===== src/rtl/vc_plane_scheduler.sv =====
// Shares one link among VC router planes: round-robin wormhole arbitration with per-plane credits.
// Latency: grant registered one cycle after request; one bubble cycle between packets.
// Backpressure: link_ready and zero credit stall the locked plane without breaking the lock.
module vc_plane_scheduler #(
    parameter int VC           = 4,
    parameter int FIFO_DEPTH   = 32,
    parameter int CREDIT_WIDTH = $clog2(FIFO_DEPTH + 1)
) (
    input  logic          clk,
    input  logic          rst,
    input  logic [VC-1:0] plane_valid,
    input  logic [VC-1:0] plane_tail,
    output logic [VC-1:0] plane_ready,
    output logic          link_valid,
    input  logic          link_ready,
    input  logic [VC-1:0] credit_return,
    output logic [VC:0]   VCPlaneSelector,
    output logic          credit_overflow
);

    localparam int GW = (VC > 1) ? $clog2(VC) : 1;

    typedef enum logic {
        IDLE,
        LOCKED
    } state_t;

    state_t                  state_q, state_d;
    logic [GW-1:0]           g_q, g_d;
    logic [GW-1:0]           ptr_q, ptr_d;
    logic [VC:0]             sel_q, sel_d;
    logic [CREDIT_WIDTH-1:0] credit_q [VC];
    logic                    ovf_q;

    logic [VC-1:0]           elig;
    logic                    found;
    logic [GW-1:0]           winner;
    logic                    fire;

    always_comb begin
        for (int p = 0; p < VC; p++) begin
            elig[p] = plane_valid[p] && (credit_q[p] != '0);
        end
    end

    // Rotating scan: first eligible plane at or after ptr, wrapping past VC-1.
    always_comb begin
        int idx;
        idx    = 0;
        found  = 1'b0;
        winner = '0;
        for (int i = 0; i < VC; i++) begin
            idx = int'(ptr_q) + i;
            if (idx >= VC) begin
                idx = idx - VC;
            end
            if (!found && elig[idx]) begin
                found  = 1'b1;
                winner = GW'(idx);
            end
        end
    end

    always_comb begin
        link_valid  = 1'b0;
        plane_ready = '0;
        if (state_q == LOCKED) begin
            link_valid = plane_valid[g_q] && (credit_q[g_q] != '0);
        end
        fire = link_valid && link_ready;
        if (fire) begin
            plane_ready[g_q] = 1'b1;
        end
    end

    always_comb begin
        state_d = state_q;
        g_d     = g_q;
        ptr_d   = ptr_q;
        sel_d   = sel_q;
        case (state_q)
            IDLE: begin
                sel_d     = '0;
                sel_d[VC] = 1'b1;
                if (found) begin
                    state_d       = LOCKED;
                    g_d           = winner;
                    ptr_d         = (winner == GW'(VC - 1)) ? '0 : winner + 1'b1;
                    sel_d         = '0;
                    sel_d[winner] = 1'b1;
                end
            end
            LOCKED: begin
                // Only the tail transfer releases the link; stalls keep the lock.
                if (fire && plane_tail[g_q]) begin
                    state_d   = IDLE;
                    sel_d     = '0;
                    sel_d[VC] = 1'b1;
                end
            end
            default: begin
                state_d   = IDLE;
                sel_d     = '0;
                sel_d[VC] = 1'b1;
            end
        endcase
    end

    always_ff @(posedge clk) begin
        if (rst) begin
            state_q <= IDLE;
            g_q     <= '0;
            ptr_q   <= '0;
            sel_q   <= {1'b1, {VC{1'b0}}};
        end else begin
            state_q <= state_d;
            g_q     <= g_d;
            ptr_q   <= ptr_d;
            sel_q   <= sel_d;
        end
    end

    // A return arriving at a full counter saturates and latches the error flag.
    always_ff @(posedge clk) begin
        if (rst) begin
            for (int p = 0; p < VC; p++) begin
                credit_q[p] <= CREDIT_WIDTH'(FIFO_DEPTH);
            end
            ovf_q <= 1'b0;
        end else begin
            for (int p = 0; p < VC; p++) begin
                if (credit_return[p] && !plane_ready[p]) begin
                    if (credit_q[p] == CREDIT_WIDTH'(FIFO_DEPTH)) begin
                        ovf_q <= 1'b1;
                    end else begin
                        credit_q[p] <= credit_q[p] + 1'b1;
                    end
                end else if (plane_ready[p] && !credit_return[p]) begin
                    credit_q[p] <= credit_q[p] - 1'b1;
                end
            end
        end
    end

    assign VCPlaneSelector = sel_q;
    assign credit_overflow = ovf_q;

endmodule


===== config.mk =====
export PLATFORM = sky130hd
export DESIGN_NAME = vc_plane_scheduler
export DESIGN_NICKNAME = d
export VERILOG_FILES = /design/src/rtl/vc_plane_scheduler.sv
export SDC_FILE = /design/constraint.sdc
export NUM_CORES = 1
export LEC_CHECK = 0
export ABC_AREA = 1
export CAP_MARGIN = 15
export CORE_AREA = 4 4 78 80
export CTS_CLUSTER_SIZE = 28
export DETAILED_ROUTE_END_ITERATION = 8
export DIE_AREA = 0 0 82 84
export GPL_ROUTABILITY_DRIVEN = 0
export PLACE_DENSITY = 0.78
export SLEW_MARGIN = 5
export SYNTH_ARGS = -nofsm -noshare
export SYNTH_HDL_FRONTEND = slang
export SYNTH_SLANG_ARGS = --single-unit

===== constraint.sdc =====
create_clock -name clk -period 3.8 [get_ports clk]
set_input_delay 0.76 -clock clk [delete_from_list [all_inputs] [get_ports clk]]
set_output_delay 0.76 -clock clk [all_outputs]
set_load 0.005 [all_outputs]

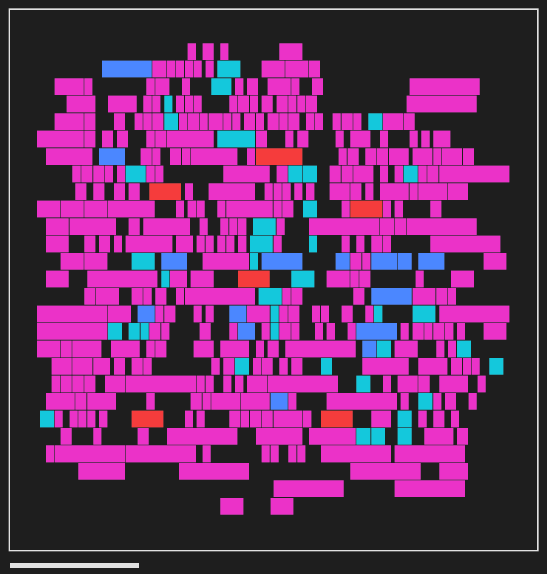
**Above:** sizing map.
The bar under the picture is 20 um long.
| size | color | cells | share | most used |
|---|---|---|---|---|
| x3 and x4 | blue | 15 | 3.8% | buf_4 |
| x1 and smaller | magenta | 341 | 85% | nand2_1 |
| x6 and larger | red | 6 | 1.5% | clkbuf_8 |
| x2 | cyan | 38 | 9.5% | nor2_2 |

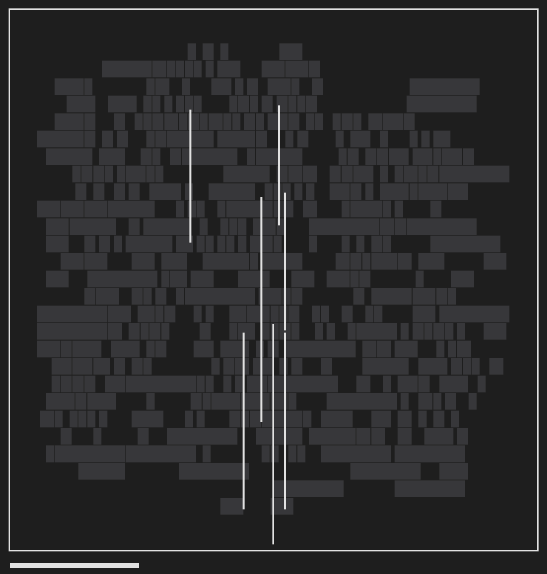
**Above:** M4 wires.
The bar under the picture is 20 um long. Cells faint in the background.
nets with wire on the layer: 7
share of all routed wire: 3.1%
longest straight run: 34.7 um
main direction: vertical
wire length on this layer: 183 um

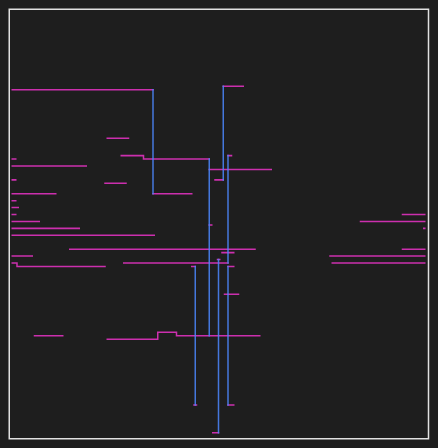
**Above:** signal wires by layer.
Two of the layers only.
| layer | color | wire length |
|---|---|---|
| M3 | magenta | 338 um |
| M4 | blue | 183 um |

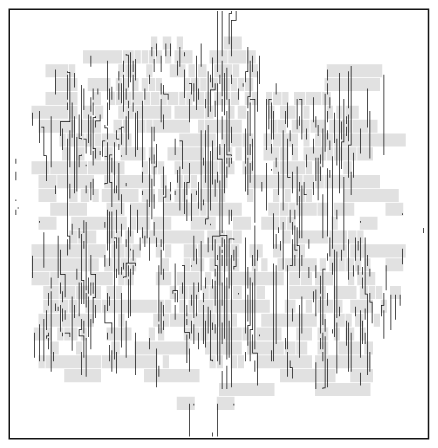
**Above:** M2 wires.
Cells faint in the background.
nets with wire on the layer: 346
main direction: vertical
share of all routed wire: 44%

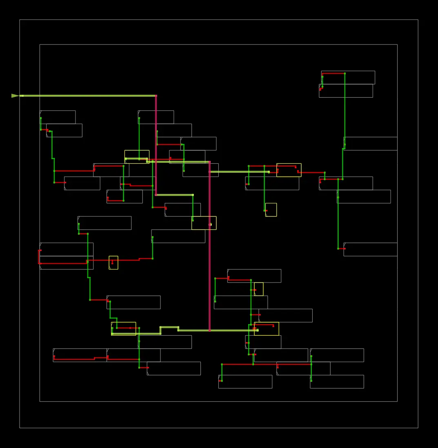
**Above:** clock routing.
worst setup skew after layout: 0.00591 ns
number of clock buffers inserted by TritonCTS: 5
flip-flops: 37
number of clock sinks seen by CTS: 37

==> registers in the layout (all words and copies together), names as in the netlist, named ones only <==
signal / count
VCPlaneSelector: 5
credit_overflow: 1
credit_q: 24
g_q: 2
ptr_q: 2
state_q: 1
==> per-layer routing <==
layer | GRT usage | vias up | part of all wire
li1 | - | 1274 | -
met3 | 0.0648 | 16 | 0.058
met4 | 0.0785 | 0 | 0.031
met1 | 0.254 | 1084 | 0.47
met5 | 0 | - | 0
met2 | 0.279 | 48 | 0.44
==> power breakdown <==
part | total (mW) | internal [mW] | switching (mW)
clock | 0.275 | 0.127 | 0.148
combinational | 0.853 | 0.333 | 0.520
sequential | 0.618 | 0.530 | 0.0877
==> metrics by stage <==
| step | cells | hold slack (ns) | area [um2] | utilization |
|---|---|---|---|---|
| after global placement | 464 | 0.466 | 3210 | 0.594 |
| final | 472 | 0.489 | 3300 | 0.610 |
| after global routing | 472 | 0.528 | 3300 | 0.610 |
| after CTS | 472 | 0.491 | 3300 | 0.610 |
| after detailed placement | 464 | 0.476 | 3210 | 0.594 |
| after floorplan | 368 | 0.463 | 2880 | - |
==> area by class of cell <==
cell class	instances	area share
clock buffers	5	0.0209
clock inverters	3	0.00494
inverters	55	0.0642
multi-input cells	271	0.500
flip-flops and latches	37	0.298
well taps	72	0.0273
repair buffers	29	0.0850
==> synthesized netlist by cell type (all sizes together) <==
cell     n
nand2   76
inv     53
fa       3
clkinv   2
edfxtp  24
o21ai   10
a21boi   1
nand3   65
buf      3
o21bai   1
nand4    5
a22oi    2
clkbuf   2
ha      18
xnor2    5
nor2    47
a21oi   21
nor3     2
or2      4
xor2    11
dfxtp   13
==> results.py <==
# Metrics from the implementation run
metrics = {
    "clock_network": {
        "cts_tree": "done",
        "clk_latency_ns": 0.30,
        "max-clock-path-buffers": 2,
        "post-cts-setup-buffer-count": 0,
        "post_cts.resized_instances": 0,
    },
    "setup_path": {
        "reg2reg_from": "credit_q[2][0]$_SDFFCE_PN0P_",
        "startpoint_type": "input pin",
        "path_class": "in -> out",
        "crit-reg2reg-capture": "credit_q[1][5]$_SDFFCE_PN1P_",
        "rr_worst_depth": 20,
        "cp_num_cells": 10,
    },
    "drt": {
        "routed_wl_mm": 5.84,
        "post-route-drc-count": 0,
        "routedWlPerCell_um": 12.4,
    },
    "final_timing": {
        "report.final.setup_viol": 0,
        "timing.setup.tns_ns": 0,
        "max_freq_mhz": 303,
        "worstMarginPinSlew_ns": 0.339,
    },
    "power": {
        "power.static_leakage_nw": 1.56,
        "vdd_drop_max_mv": 0.445,
    },
    "logic_synthesis": {
        "synth_largest_type_area_fraction": 0.251,
        "mappedNetlistNets": 404,
        "post_synth_num_cell_types": 37,
        "post_synth_ao_oa_area_fraction": 0.0670,
        "adder_cell_share_of_the_synthesized_area": 0.0992,
        "synthesis.instances": 368,
        "yosys_xor_share": 0.0513,
    },
    "final_layout": {
        "num-nets-final": 435,
        "final.fill_count": 493,
        "final_layout_top_logic_cell": "sky130_fd_sc_hd__nand2_1",
    },
    "global_route": {
        "antenna_found_initial": 0,
    },
    "place": {
        "dp_hpwl_mm": 4.73,
    },
    "run_status": {
        "outcome": "finished clean",
    },
    "floorplan": {
        "fp-utilization": 0.532,
        "fp.dieArea_um2": 6890,
        "io_pins": 26,
        "die_height_um": 84,
    },
    "hold_path": {
        "hold_path_depth": 2,
    },
}
Power is estimated from default activity; no workload was simulated.
